`config.mk`:
```
export PLATFORM = sky130hd
export DESIGN_NAME = adder_result_capture
export DESIGN_NICKNAME = d
export VERILOG_FILES = /design/src/rtl/adder_result_capture.sv
export SDC_FILE = /design/constraint.sdc
export NUM_CORES = 1
export LEC_CHECK = 0
export ABC_AREA = 1
export CAP_MARGIN = 40
export CORE_MARGIN = 2
export CORE_UTILIZATION = 30
export DETAILED_ROUTE_END_ITERATION = 10
export GPL_TIMING_DRIVEN = 0
export PLACE_DENSITY = 0.56
export RECOVER_POWER = 25
export SLEW_MARGIN = 40
export SYNTH_ARGS = -nofsm -noshare
export SYNTH_HDL_FRONTEND = slang
export SYNTH_SLANG_ARGS = --single-unit
```
`constraint.sdc`:
```
create_clock -name clk -period 2.54 [get_ports clk]
set_input_delay 0.508 -clock clk [delete_from_list [all_inputs] [get_ports clk]]
set_output_delay 0.508 -clock clk [all_outputs]
set_load 0.01 [all_outputs]
```
`src/rtl/adder_result_capture.sv`:
```
// adder_result_capture: captures adder operands/results into a FWFT FIFO and counts beats.
// Golden compare, err_cnt, err_sticky and HALT are built only with ADDER_CAP_CHECK_EN defined.
module adder_result_capture #(
   parameter int WIDTH = 6,
   parameter int DEPTH = 4,
   parameter int CNT_W = 16
) (
   input  logic                       clk,
   input  logic                       rst_n,
   input  logic                       in_valid,
   output logic                       in_ready,
   input  logic [WIDTH-1:0]           i_add_term1,
   input  logic [WIDTH-1:0]           i_add_term2,
   input  logic [WIDTH-1:0]           sum,
   input  logic                       cout,
   input  logic                       halt_on_err,
   input  logic                       clear,
   output logic                       out_valid,
   input  logic                       out_ready,
   output logic [WIDTH:0]             out_result,
   output logic [WIDTH-1:0]           out_term1,
   output logic [WIDTH-1:0]           out_term2,
   output logic                       out_mismatch,
   output logic [CNT_W-1:0]           txn_cnt,
   output logic [CNT_W-1:0]           err_cnt,
   output logic                       err_sticky,
   output logic [$clog2(DEPTH):0]     fifo_level
);
   localparam int AW = $clog2(DEPTH);
   localparam int LW = AW + 1;
   localparam int EW = 3 * WIDTH + 2;

   typedef enum logic {RUN, HALT} state_t;

   state_t          r_state, w_state_nxt;
   logic [EW-1:0]   r_mem [DEPTH];
   logic [AW-1:0]   r_wr, r_rd;
   logic [LW-1:0]   r_level;
   logic [CNT_W-1:0] r_txn;
   logic            w_push, w_pop, w_full, w_mismatch, w_halt_req;

`ifdef ADDER_CAP_CHECK_EN
   logic [WIDTH:0]   w_golden;
   logic [CNT_W-1:0] r_err;
   logic             r_sticky;
   assign w_golden   = {1'b0, i_add_term1} + {1'b0, i_add_term2};
   assign w_mismatch = {cout, sum} != w_golden;
   assign w_halt_req = w_push & w_mismatch & halt_on_err;
   always_ff @(posedge clk) begin
      if (!rst_n || clear) begin
         r_err    <= '0;
         r_sticky <= 1'b0;
      end else if (w_push && w_mismatch) begin
         r_err    <= (r_err == '1) ? r_err : r_err + CNT_W'(1);
         r_sticky <= 1'b1;
      end
   end
   assign err_cnt    = r_err;
   assign err_sticky = r_sticky;
`else
   logic w_unused_halt;
   assign w_unused_halt = halt_on_err;
   assign w_mismatch    = 1'b0;
   assign w_halt_req    = 1'b0;
   assign err_cnt       = '0;
   assign err_sticky    = 1'b0;
`endif

   assign w_full     = r_level == LW'(DEPTH);
   assign in_ready   = !w_full && r_state == RUN;
   assign out_valid  = r_level != '0;
   assign w_push     = in_valid & in_ready;
   assign w_pop      = out_valid & out_ready;
   assign fifo_level = r_level;
   assign txn_cnt    = r_txn;
   assign {out_term1, out_term2, out_result, out_mismatch} = r_mem[r_rd];

   // Storage is reset too so the head fields read 0 while empty.
   always_ff @(posedge clk) begin
      if (!rst_n) begin
         r_wr    <= '0;
         r_rd    <= '0;
         r_level <= '0;
         for (int i = 0; i < DEPTH; i++) r_mem[i] <= '0;
      end else begin
         if (w_push) begin
            r_mem[r_wr] <= {i_add_term1, i_add_term2, cout, sum, w_mismatch};
            r_wr        <= r_wr + AW'(1);
         end
         if (w_pop) r_rd <= r_rd + AW'(1);
         r_level <= r_level + LW'(w_push) - LW'(w_pop);
      end
   end

   always_ff @(posedge clk) begin
      if (!rst_n || clear) r_txn <= '0;
      else if (w_push && r_txn != '1) r_txn <= r_txn + CNT_W'(1);
   end

   always_ff @(posedge clk) begin
      if (!rst_n) r_state <= RUN;
      else r_state <= w_state_nxt;
   end

   always_comb begin
      w_state_nxt = r_state;
      w_state_nxt = clear ? RUN : (r_state == RUN && w_halt_req) ? HALT : r_state;
   end
endmodule

```
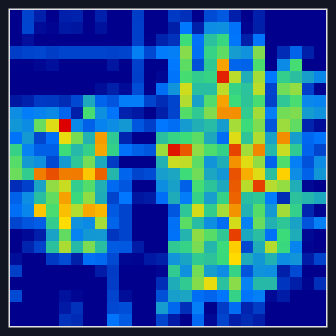
(run_1/metal_density.png)
26 x 26 tiles, from dark blue (low) to red (high), scaled to the fullest tile. Values are wire area over tile area, all layers added.
fullest tile = 0.42
tiles over half the peak = 18%
emptiest ninth of the die = top left
mean over tiles = 0.11
Avg WL per Cell: 14.2 µm
GRT Overall Usage: 14.5%

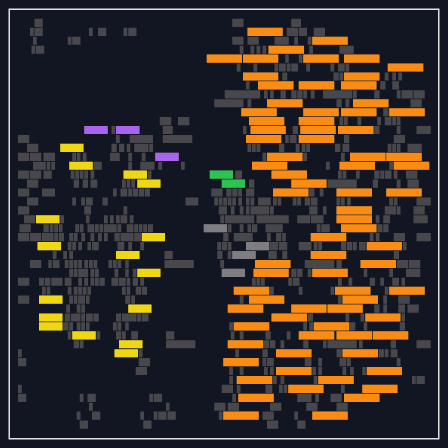
(run_1/flops_by_reg.png)
Other sequential cells in the stronger grey, the rest of the logic in the fainter grey.
`txn_cnt` -> yellow  # sequential cells 16
`r_mem` -> orange  # sequential cells 76
`r_wr` -> green  # sequential cells 2
`fifo_level` -> purple  # sequential cells 3
Final Core Density: 39.0%
Seq/total area: 45.3%
FF+latch area: 2780 µm²
Seq. pwr: 2030 µW

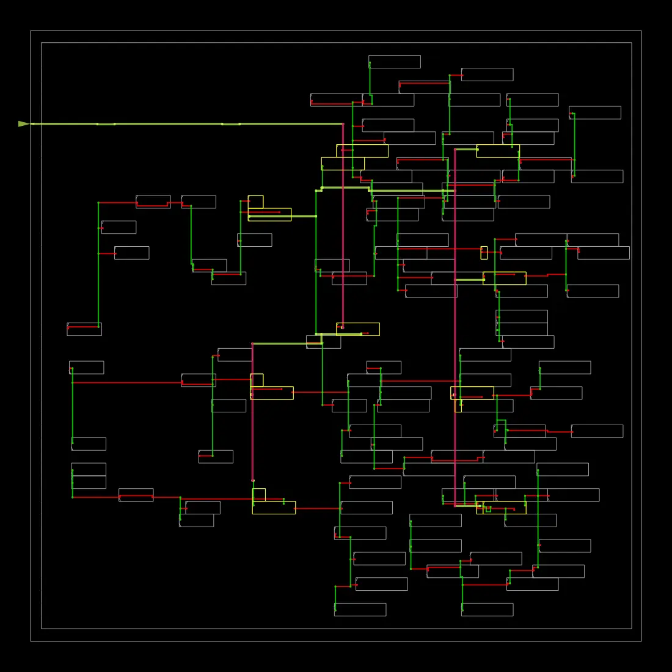
(run_1/clocks.png)
worst skew pair latency: 0.35 ns
flip-flops: 101
layout clock buffer count: 10
TritonCTS Buffers: 9
Power Clock: 1370 µW

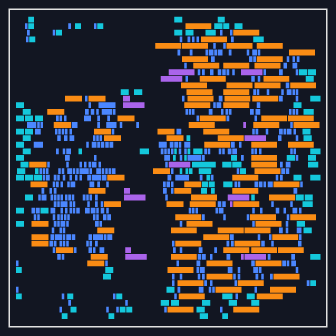
(run_1/placement_by_type.png)
flops -> orange  # cells 101, share of their area 47%
clock drivers and dummy loads -> purple  # cells 16, share of their area 4.9%
combinational and other logic -> blue  # cells 405, share of their area 31%
other buffers and delay cells -> cyan  # cells 105, share of their area 17%
Core Region: 15,800 µm²
Std-Cell Rows: 46
post-route cell area: 6150 µm²

==> impl_metrics.tcl, run 1 <==
# flow metrics
set metrics [dict create \
    status "complete, no violations" \
    cts_hold_buf 0 \
    final_cell_mix "139 x nor2_1, 76 x edfxtp_1, 72 x nand2_1, 53 x inv_1, 51 x clkdlybuf4s50_1" \
    syn_to_final_growth_pct 28.2 \
    mostFrequentLayoutCell "nor2_1" \
    first_global_vias 3649 \
    placed_cells 828 \
    top_cells_by_count "136 x nor2_1, 76 x edfxtp_1, 71 x nand2_1, 52 x inv_1, 44 x o21ai_0" \
    hpwl_um 8210 \
    hold_depth 2 \
    slew-limit-headroom_pct 36.9 \
    grt.met2_usage_pct 25.8 \
    r2r-start "fifo_level[1]$_SDFF_PN0_" \
    finalCritPeriodShare_pct 96.0 \
    inv_count 55 \
    htreeDepth 3 \
    clkCellAreaFrac_pct 4.72 \
    num-nonclk-buffers 105 \
    routed_wl_um 12000 \
    p_comb_uw 1440 \
    vias 3788 \
    r2r_end "r_mem[3][1]$_DFFE_PP_" \
    dpl_cell_area_um2 5850 \
    synth.area.top_cells "edfxtp_1 48%, nor2_1 11%, dfxtp_1 10%" \
    grt_use_met3_pct 3.42 \
    critPathMaxFanout 10 \
    leakagePower_uw 0.00254 \
    r2r_cells 7 \
    warnings 29 \
    worst_setup_path_end_kind "output port" \
    crit_slowest_cell "clkdlybuf4s50_1" \
    drv_cap 0 \
    r2r_slack_ns 0.18 \
    drtPass1Iterations 5 \
    rsz0062_at_grt "no" \
    synth_adder_area_share_pct 1.20 \
    finClkSkew_ns 0.00698 \
    numClockSinks 101 \
    worst_slew_pin_slew_ns 0.938 \
    fin_crit_ns 2.44 \
    m1WireLength_um 5130 \
    top_area_share_pct 47.6 \
    top_power_group "registers" \
    nets 651 \
    cts_tree "yes" \
    drc 0 \
    power.internal_uw 3340 \
    fp_util_pct 30.4 \
    cpPeakStageDelay_ns 0.56 \
    drive_above_1_share_pct 11.5 \
    synth_area_um2 4790 \
    comb_cells 350 \
    post_cts_buffers 0 \
    globalRoute.busiestLayer "met2" \
    antenna_left 0 \
    avgViaCountPerCell 4.49 \
    finalHoldViolCount 0 \
    drt_iter0_markers 258 \
    regMostFlops "r_mem" \
    cp_num_cells 5 \
    grt_pass1_wl_um 18500 \
    async_reset_ff_share_pct 0 \
    aoi_share_pct 9.13 \
    die_y_um 130 \
    switching_share_pct 31.1 \
    largest_register_ffs 76 \
    area_dominant_class "sequential cells" \
    crit_family "buffers and inverters" \
    ys.flops 101 \
    chipArea_um2 17000 \
    postLayoutSetupSlackWorst_ns 0.102 \
    p_clk_share_pct 28.2 \
    yosysSeqAreaShare_pct 58.0 \
    critPathBufInv 3 \
    finalPower_uw 4840 \
    setup_violations 0 \
    layout.nonclk_buf_share_pct 15.8 \
    nWellTaps 216 \
    logic_family "simple AND/OR/NAND/NOR gates" \
    antenna_found_initial 0 \
    simple_gate_share_pct 21.7 \
    clk_pin_slew_ns 0.07 \
    power.density_nw_per_um2 788 \
    edf_count 76 \
    hold_slack_ns 0.475 \
    syn_inst 529 \
    ctsRootBufferMaster "clkbuf_16" \
    preCtsSetupSlack_ns -0.126 \
    slew_violations 0 \
    wl_met3_um 616 \
    portBuffers 62 \
    yosysTopAreaCell "edfxtp_1" \
    fin_cells 843 \
    synth.distinct_cells 34 \
    endpoint "out_term1[2]" \
    yosysWarnings 0 \
    crit_chain "inv_2 > clkbuf_2 > o21ai_0 > o22ai_1 > clkdlybuf4s50_1" \
    xor_area_share_pct 0.548 \
    start_kind "flip-flop" \
    ys_sh_mux_pct 0 \
    min_path_type "flip-flop to flip-flop" \
    grt_overflow 0 \
    cts_max_path_buffers 2 \
    required_ns 2.03 \
    criticalPathCategory "flip-flop to output port" \
    io-pin-count 83 \
    flop_cell "edfxtp_1" \
    arrival_ns 1.93 \
    avgSynthCellArea_um2 9.06 \
    ys_area_um2 4790 \
]
==> run 1 -> run 2 <==
ABC_CLOCK_PERIOD_IN_PS = 2540   (was default)
HOLD_SLACK_MARGIN = 0.05   (was default)
TNS_END_PERCENT = 10   (was default)
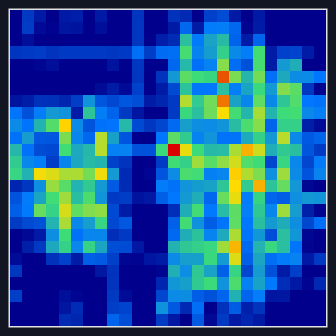
(run_2/metal_density.png)
26 x 26 tiles, from dark blue (low) to red (high), scaled to the fullest tile. Values are wire area over tile area, all layers added.
tiles over half the peak = 12%
fullest tile = 0.49
mean over tiles = 0.11
emptiest ninth of the die = top left
nearly empty tiles = 26%
total wire length: 12,000 µm
Avg WL per Cell: 14.2 µm
Via Count: 3,763

==> run 2 against run 1 <==
Against the previous run: total power is 0.21% higher; final cell count is 0.12% higher; sequential cell count stayed put; clock skew hardly changed; critical path depth stayed put; sequential share of layout area is 0.16 points lower; cell area is 0.35% higher; highest routed layer unchanged; via count is 0.66% lower; die area stayed put; hold slack worse by 0.0020 ns.
==> impl_metrics.tcl, run 2 <==
# flow metrics
set metrics [dict create \
    crit_slowest_cell "clkdlybuf4s50_1" \
    numClockSinks 101 \
    ys.flops 101 \
    ff_count 101 \
    portBuffers 62 \
    grtUsageTotal_pct 14.5 \
    regArea_um2 2780 \
    min_path_type "flip-flop to flip-flop" \
    finalPower_uw 4850 \
    mostFrequentLayoutCell "nor2_1" \
    hpwl_um 8210 \
    nWellTaps 216 \
    power.internal_uw 3340 \
    logic_family "simple AND/OR/NAND/NOR gates" \
    start_kind "flip-flop" \
    fin_crit_ns 2.45 \
    grt_pass1_wl_um 18500 \
    cts_max_path_buffers 2 \
    inv_count 55 \
    criticalPathCategory "flip-flop to output port" \
    fp_util_pct 30.4 \
    yosysSeqAreaShare_pct 58.0 \
    critPathMaxFanout 10 \
    largest_register_ffs 76 \
    warnings 29 \
    dpl_cell_area_um2 5850 \
    yosysTopAreaCell "edfxtp_1" \
    finClkSkew_ns 0.00663 \
    clock_buffers 10 \
    ctsRootBufferMaster "clkbuf_16" \
    drv_cap 0 \
    r2r_cells 12 \
    setup_violations 0 \
    crit_family "buffers and inverters" \
    crit_chain "clkbuf_4 > buf_4 > o21ai_0 > o22ai_1 > clkdlybuf4s50_1" \
    critPathBufInv 3 \
    chipArea_um2 17000 \
    clk_pin_slew_ns 0.07 \
    power.density_nw_per_um2 787 \
    p_clk_share_pct 28.2 \
    top_cells_by_count "136 x nor2_1, 76 x edfxtp_1, 71 x nand2_1, 52 x inv_1, 44 x o21ai_0" \
    io-pin-count 83 \
    num-nonclk-buffers 106 \
    grt_overflow 0 \
    leakagePower_uw 0.00255 \
    avgViaCountPerCell 4.46 \
    drc 0 \
    r2r-start "fifo_level[1]$_SDFF_PN0_" \
    synth_area_um2 4790 \
    cpPeakStageDelay_ns 0.56 \
    syn_inst 529 \
    core-area_um2 15800 \
    r2r_end "fifo_level[2]$_SDFF_PN0_" \
    first_global_vias 3649 \
    grt.met2_usage_pct 25.8 \
    m1WireLength_um 5310 \
    die_y_um 130 \
    hold_depth 2 \
    switching_share_pct 31.1 \
    powerSeq_uw 2030 \
    synth_adder_area_share_pct 1.20 \
    slew-limit-headroom_pct 57.0 \
    finalCritPeriodShare_pct 96.4 \
    synth.distinct_cells 34 \
    nets 652 \
    drive_above_1_share_pct 11.8 \
    required_ns 2.03 \
    finalHoldViolCount 0 \
    comb_cells 350 \
    layout.nonclk_buf_share_pct 15.9 \
    p_comb_uw 1450 \
    antenna_left 0 \
    drtPass1Iterations 4 \
    worst_setup_path_end_kind "output port" \
    hold_slack_ns 0.473 \
    endpoint "out_term1[2]" \
    drt_iter0_markers 272 \
    clkCellAreaFrac_pct 4.70 \
    flop_cell "edfxtp_1" \
    rsz0062_at_grt "no" \
    pg_clk_uw 1370 \
    regMostFlops "r_mem" \
    status "complete, no violations" \
    ys_sh_mux_pct 0 \
    edf_count 76 \
    top_power_group "registers" \
    placed_cells 828 \
    post_cts_buffers 0 \
    yosysWarnings 0 \
    cts_tree "yes" \
    area_dominant_class "sequential cells" \
    xor_area_share_pct 0.548 \
    worst_slew_pin_slew_ns 0.645 \
    rows 46 \
    synth.area.top_cells "edfxtp_1 48%, nor2_1 11%, dfxtp_1 10%" \
    wl_met3_um 542 \
    postLayoutSetupSlackWorst_ns 0.0923 \
    simple_gate_share_pct 21.7 \
    cts_hold_buf 0 \
    antenna_found_initial 0 \
    r2r_slack_ns 0.30 \
    final_cell_mix "139 x nor2_1, 76 x edfxtp_1, 72 x nand2_1, 53 x inv_1, 51 x clkdlybuf4s50_1" \
    avgSynthCellArea_um2 9.06 \
]
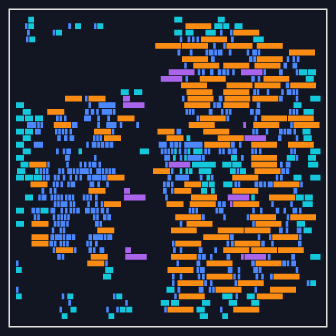
(run_2/placement_by_type.png)
combinational and other logic -> blue  # cells 405, share of their area 31%
other buffers and delay cells -> cyan  # cells 106, share of their area 17%
flops -> orange  # cells 101, share of their area 47%
clock drivers and dummy loads -> purple  # cells 16, share of their area 4.9%
Final Core Density: 39.1%
Seq/total area: 45.1%
post-route cell area: 6170 µm²

Power figures rest on the tool's default switching activity, not on a simulated workload.
